**The clock network**

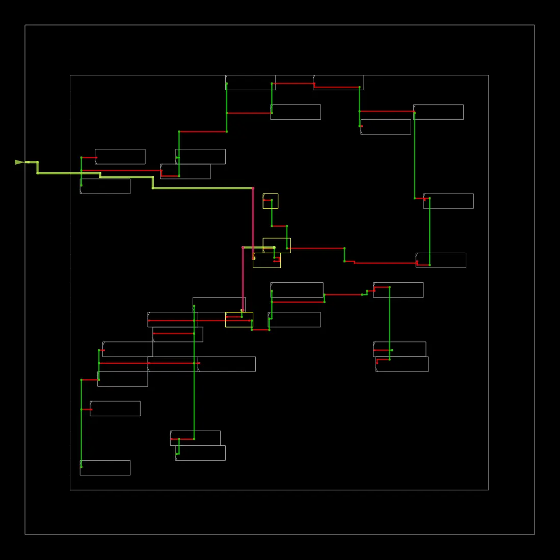
**Register map, names as in the netlist**

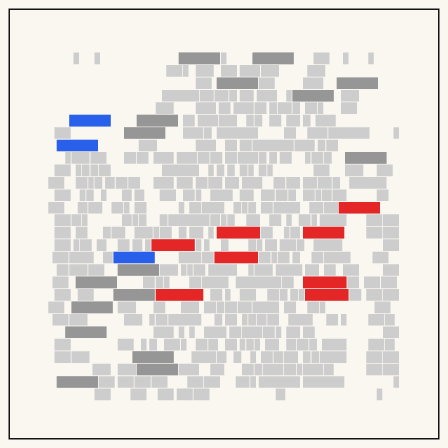
**Pin placement**

Pins as bars across the die edge, other pins in gray.
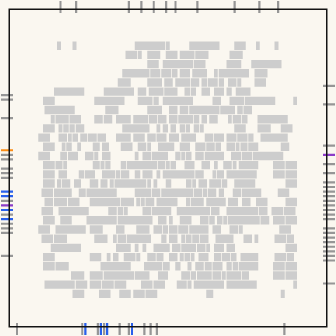
**Wiring by layer**

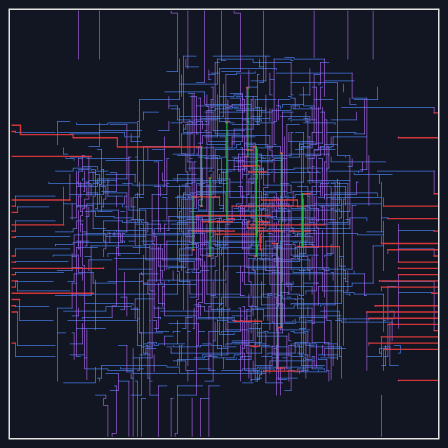
<file path="src/rtl/cpu_ctrl.sv">
// -----------------------------------------------------------------------------
// cpu_ctrl -- multi-cycle control unit for a small 8-bit CPU.
//
// Runs each instruction through FETCH -> DECODE -> EXEC and then, depending
// on the opcode, MEM and/or WB before fetching again. It owns the program
// counter, the instruction register and the exception PC. It drives the
// fetch, data-memory and register-file write strobes.
//
// Optional feature, controlled by macro OVF_TRAP_EN:
//   defined   - opcode 0001 (add) that overflows at EXEC skips write-back.
//               The FSM enters TRAP, records epc, jumps to TRAP_VEC and
//               pulses trap for one cycle.
//   undefined - alu_ovf is ignored, there is no TRAP state, and trap and epc
//               are tied to zero.
//
// Parameters
//   RESET_PC   PC loaded on reset
//   TRAP_VEC   PC loaded on an overflow trap
//
// Ports
//   clk, rst_n         clock, asynchronous active-low reset
//   run                execution enable, sampled whenever FETCH would be entered
//   imem_req/addr      instruction fetch request and address (= pc)
//   imem_ack/rdata     fetch complete, fetched instruction
//   ir, pc             instruction register, program counter (feed the ALU)
//   alu_out            ALU result (jump offset for 1000 / jump-and-link)
//   alu_jump           branch condition, 8'hFF = taken
//   alu_ovf            ALU overflow
//   dmem_req/we/ack    data memory request, store flag, access complete
//   rf_we, wb_sel      register-file write strobe, write-back source
//                      (00 ALU, 01 memory, 10 link = pc+1)
//   trap, epc          one-cycle trap pulse, PC of the trapping instruction
// -----------------------------------------------------------------------------
module cpu_ctrl #(
    parameter logic [7:0] RESET_PC = 8'h00,
    parameter logic [7:0] TRAP_VEC = 8'hF0
) (
    input  logic       clk,
    input  logic       rst_n,
    input  logic       run,
    output logic       imem_req,
    output logic [7:0] imem_addr,
    input  logic       imem_ack,
    input  logic [7:0] imem_rdata,
    output logic [7:0] ir,
    output logic [7:0] pc,
    input  logic [7:0] alu_out,
    input  logic [7:0] alu_jump,
    input  logic       alu_ovf,
    output logic       dmem_req,
    output logic       dmem_we,
    input  logic       dmem_ack,
    output logic       rf_we,
    output logic [1:0] wb_sel,
    output logic       trap,
    output logic [7:0] epc
);

    typedef enum logic [2:0] {
        S_IDLE,
        S_FETCH,
        S_DECODE,
        S_EXEC,
        S_MEM,
        S_WB
`ifdef OVF_TRAP_EN
        , S_TRAP
`endif
    } state_t;

    localparam logic [3:0] OP_ADD  = 4'b0001;
    localparam logic [3:0] OP_JMP  = 4'b1000;
    localparam logic [3:0] OP_JAL  = 4'b1001;
    localparam logic [3:0] OP_LD   = 4'b1010;
    localparam logic [3:0] OP_ST   = 4'b1011;
    localparam logic [3:0] OP_BR0  = 4'b1100;
    localparam logic [3:0] OP_BR1  = 4'b1101;

    localparam logic [1:0] WB_ALU  = 2'b00;
    localparam logic [1:0] WB_MEM  = 2'b01;
    localparam logic [1:0] WB_LINK = 2'b10;

    state_t     state;
    state_t     state_next;
    state_t     fetch_or_idle;
    logic [3:0] opcode;
    logic [7:0] pc_inc;
    logic [7:0] br_ofs;
    logic [7:0] link_ofs;   // alu_out captured at EXEC, used by jump-and-link in WB
    logic       ovf_trap;

    assign opcode    = ir[7:4];
    assign pc_inc    = pc + 8'd1;            // 8-bit result wraps FF -> 00
    assign br_ofs    = {{4{ir[3]}}, ir[3:0]};
    assign imem_addr = pc;

`ifdef OVF_TRAP_EN
    assign ovf_trap = (opcode == OP_ADD) && alu_ovf;
`else
    logic unused_ok;
    assign ovf_trap  = 1'b0;
    assign epc       = 8'h00;
    assign unused_ok = ^{alu_ovf, TRAP_VEC};
`endif

    // run only matters when the FSM is about to (re)enter FETCH; otherwise
    // the instruction in flight always completes.
    assign fetch_or_idle = run ? S_FETCH : S_IDLE;

    // ---------------------------------------------------------------- state
    // NOTE: sequential state uses non-blocking (<=) so every flop samples
    // values from before the edge, independent of statement order.
    always_ff @(posedge clk or negedge rst_n) begin
        if (!rst_n) state <= S_IDLE;
        else        state <= state_next;
    end

    // ----------------------------------------------------------- next state
    // NOTE: the default assignment at the top of a combinational block keeps
    // every path assigned, so no latch is inferred.
    always_comb begin
        state_next = state;
        case (state)
            S_IDLE:   if (run) state_next = S_FETCH;
            S_FETCH:  if (imem_ack) state_next = S_DECODE;
            S_DECODE: state_next = S_EXEC;
            S_EXEC: begin
                if (ovf_trap) begin
`ifdef OVF_TRAP_EN
                    state_next = S_TRAP;
`endif
                end else begin
                    case (opcode)
                        OP_JMP, OP_BR0, OP_BR1: state_next = fetch_or_idle;
                        OP_LD, OP_ST:           state_next = S_MEM;
                        default:                state_next = S_WB;
                    endcase
                end
            end
            S_MEM: begin
                if (dmem_ack) state_next = (opcode == OP_ST) ? fetch_or_idle : S_WB;
            end
            S_WB:     state_next = fetch_or_idle;
`ifdef OVF_TRAP_EN
            S_TRAP:   state_next = fetch_or_idle;
`endif
            default:  state_next = S_IDLE;
        endcase
    end

    // -------------------------------------------------------------- outputs
    // Strobes decode straight from state, so an asynchronous reset drops
    // them in the same cycle and aborts any outstanding request.
    always_comb begin
        imem_req = 1'b0;
        dmem_req = 1'b0;
        dmem_we  = 1'b0;
        rf_we    = 1'b0;
        wb_sel   = WB_ALU;
        trap     = 1'b0;
        case (state)
            S_FETCH: imem_req = 1'b1;
            S_MEM: begin
                dmem_req = 1'b1;
                dmem_we  = (opcode == OP_ST);
            end
            S_WB: begin
                rf_we = 1'b1;
                if (opcode == OP_JAL)     wb_sel = WB_LINK;
                else if (opcode == OP_LD) wb_sel = WB_MEM;
                else                      wb_sel = WB_ALU;
            end
`ifdef OVF_TRAP_EN
            S_TRAP:  trap = 1'b1;
`endif
            default: ;
        endcase
    end

    // ------------------------------------------------------------- datapath
    always_ff @(posedge clk or negedge rst_n) begin
        if (!rst_n) begin
            pc       <= RESET_PC;
            ir       <= 8'h00;
            link_ofs <= 8'h00;
        end else begin
            case (state)
                S_FETCH: if (imem_ack) ir <= imem_rdata;
                S_EXEC: begin
                    link_ofs <= alu_out;
                    if (ovf_trap) begin
                        pc <= TRAP_VEC;
                    end else begin
                        case (opcode)
                            OP_JMP:         pc <= pc_inc + alu_out;
                            OP_BR0, OP_BR1: pc <= (alu_jump == 8'hFF) ? pc_inc + br_ofs : pc_inc;
                            default:        ;
                        endcase
                    end
                end
                S_MEM:   if (dmem_ack && (opcode == OP_ST)) pc <= pc_inc;
                S_WB:    pc <= (opcode == OP_JAL) ? pc_inc + link_ofs : pc_inc;
                default: ;
            endcase
        end
    end

`ifdef OVF_TRAP_EN
    always_ff @(posedge clk or negedge rst_n) begin
        if (!rst_n)                           epc <= 8'h00;
        else if (state == S_EXEC && ovf_trap) epc <= pc;
    end
`endif

endmodule

</file>
<file path="config.mk">
export PLATFORM = sky130hd
export DESIGN_NAME = cpu_ctrl
export DESIGN_NICKNAME = d
export VERILOG_FILES = /design/src/rtl/cpu_ctrl.sv
export SDC_FILE = /design/constraint.sdc
export NUM_CORES = 1
export LEC_CHECK = 0
export ABC_AREA = 0
export ABC_CLOCK_PERIOD_IN_PS = 2830
export CAP_MARGIN = 30
export CORE_MARGIN = 8
export CORE_UTILIZATION = 45
export DETAILED_ROUTE_END_ITERATION = 8
export PLACE_DENSITY = 0.73
export SYNTH_ARGS = -nofsm -noshare
export SYNTH_HDL_FRONTEND = slang
export SYNTH_SLANG_ARGS = --single-unit
</file>
<file path="constraint.sdc">
create_clock -name clk -period 2.83 [get_ports clk]
set_clock_uncertainty 0.15 [all_clocks]
set_input_delay 0.283 -clock clk [delete_from_list [all_inputs] [get_ports clk]]
set_output_delay 0.283 -clock clk [all_outputs]
set_load 0.05 [all_outputs]
</file>
==> results.py <==
# Synthesis and PnR figures
metrics = {
    "floorplan": {
        "design.core.area_um2": 5850,
    },
    "drt": {
        "dr_wl_met2_um": 3900,
        "met3_length_um": 499,
        "drt-met1-wl_um": 3250,
        "drc": 0,
        "drt_iter0_drc": 136,
        "drt-pass1-iter-count": 5,
        "detail-route-antenna-nets": 0,
    },
    "critical_path": {
        "cp_num_buf_inv": 9,
        "cp.depth": 16,
        "crit_arrival_ns": 2.86,
        "max_stage_delay_ns": 0.51,
        "crit_fanout": 3,
        "crit_path_start_kind": "flip-flop",
        "worst_r2r_endpoint": "imem_addr[4]",
        "r2r_start": "imem_addr[0]",
    },
    "global_route": {
        "grt_pass1_vias": 2569,
        "grt_busiest_layer": "met2",
    },
    "logic_synthesis": {
        "syn_inst": 303,
        "ys_top_cells_by_area": "dfrtp_1 (25%), ha_1 (11%), mux2_2 (7.1%)",
        "synth.cellmix.simpleShare_pct": 15.4,
        "largest_area_cell": "dfrtp_1",
        "ys_sh_mux_pct": 8.19,
        "xor_area_share_pct": 6.98,
    },
    "final_layout": {
        "finish.instance_area_um2": 3760,
    },
    "placed_design": {
        "placedCellCount": 441,
    },
    "sta": {
        "min_period_ns": 2.83,
    },
    "job": {
        "cap_viol_max_count": 0,
    },
    "clocking": {
        "cts_buffers": 3,
        "clockBufferDepth": 2,
    },
    "outcome": {
        "run_status": "finished clean",
    },
}
Back to the opening pictures, 'the clock network':
clock buffers: 3
worst-skew pair later-pin latency: 0.29 ns
number of clock sinks: 27

Back to the opening pictures, 'register map, names as in the netlist':
| color | netlist name | sequential cells |
|---|---|---|
| blue | state | 3 |
| red | imem_addr | 8 |
not colored: 16

Back to the opening pictures, 'pin placement':
| color | port | pins | direction | edge |
|---|---|---|---|---|
| blue | ir | 8 | output | 4 bottom, 4 left |
| purple | wb_sel | 2 | output | 1 left, 1 right |
| orange | dmem_we | 1 | output | left |
all pins by edge: 24 right, 20 left, 14 bottom, 11 top

Back to the opening pictures, 'wiring by layer':
| color | layer | wire length |
|---|---|---|
| blue | metal 1 | 3250 µm |
| red | metal 3 | 500 µm |
| purple | metal 2 | 3900 µm |
| green | metal 4 | 178 µm |

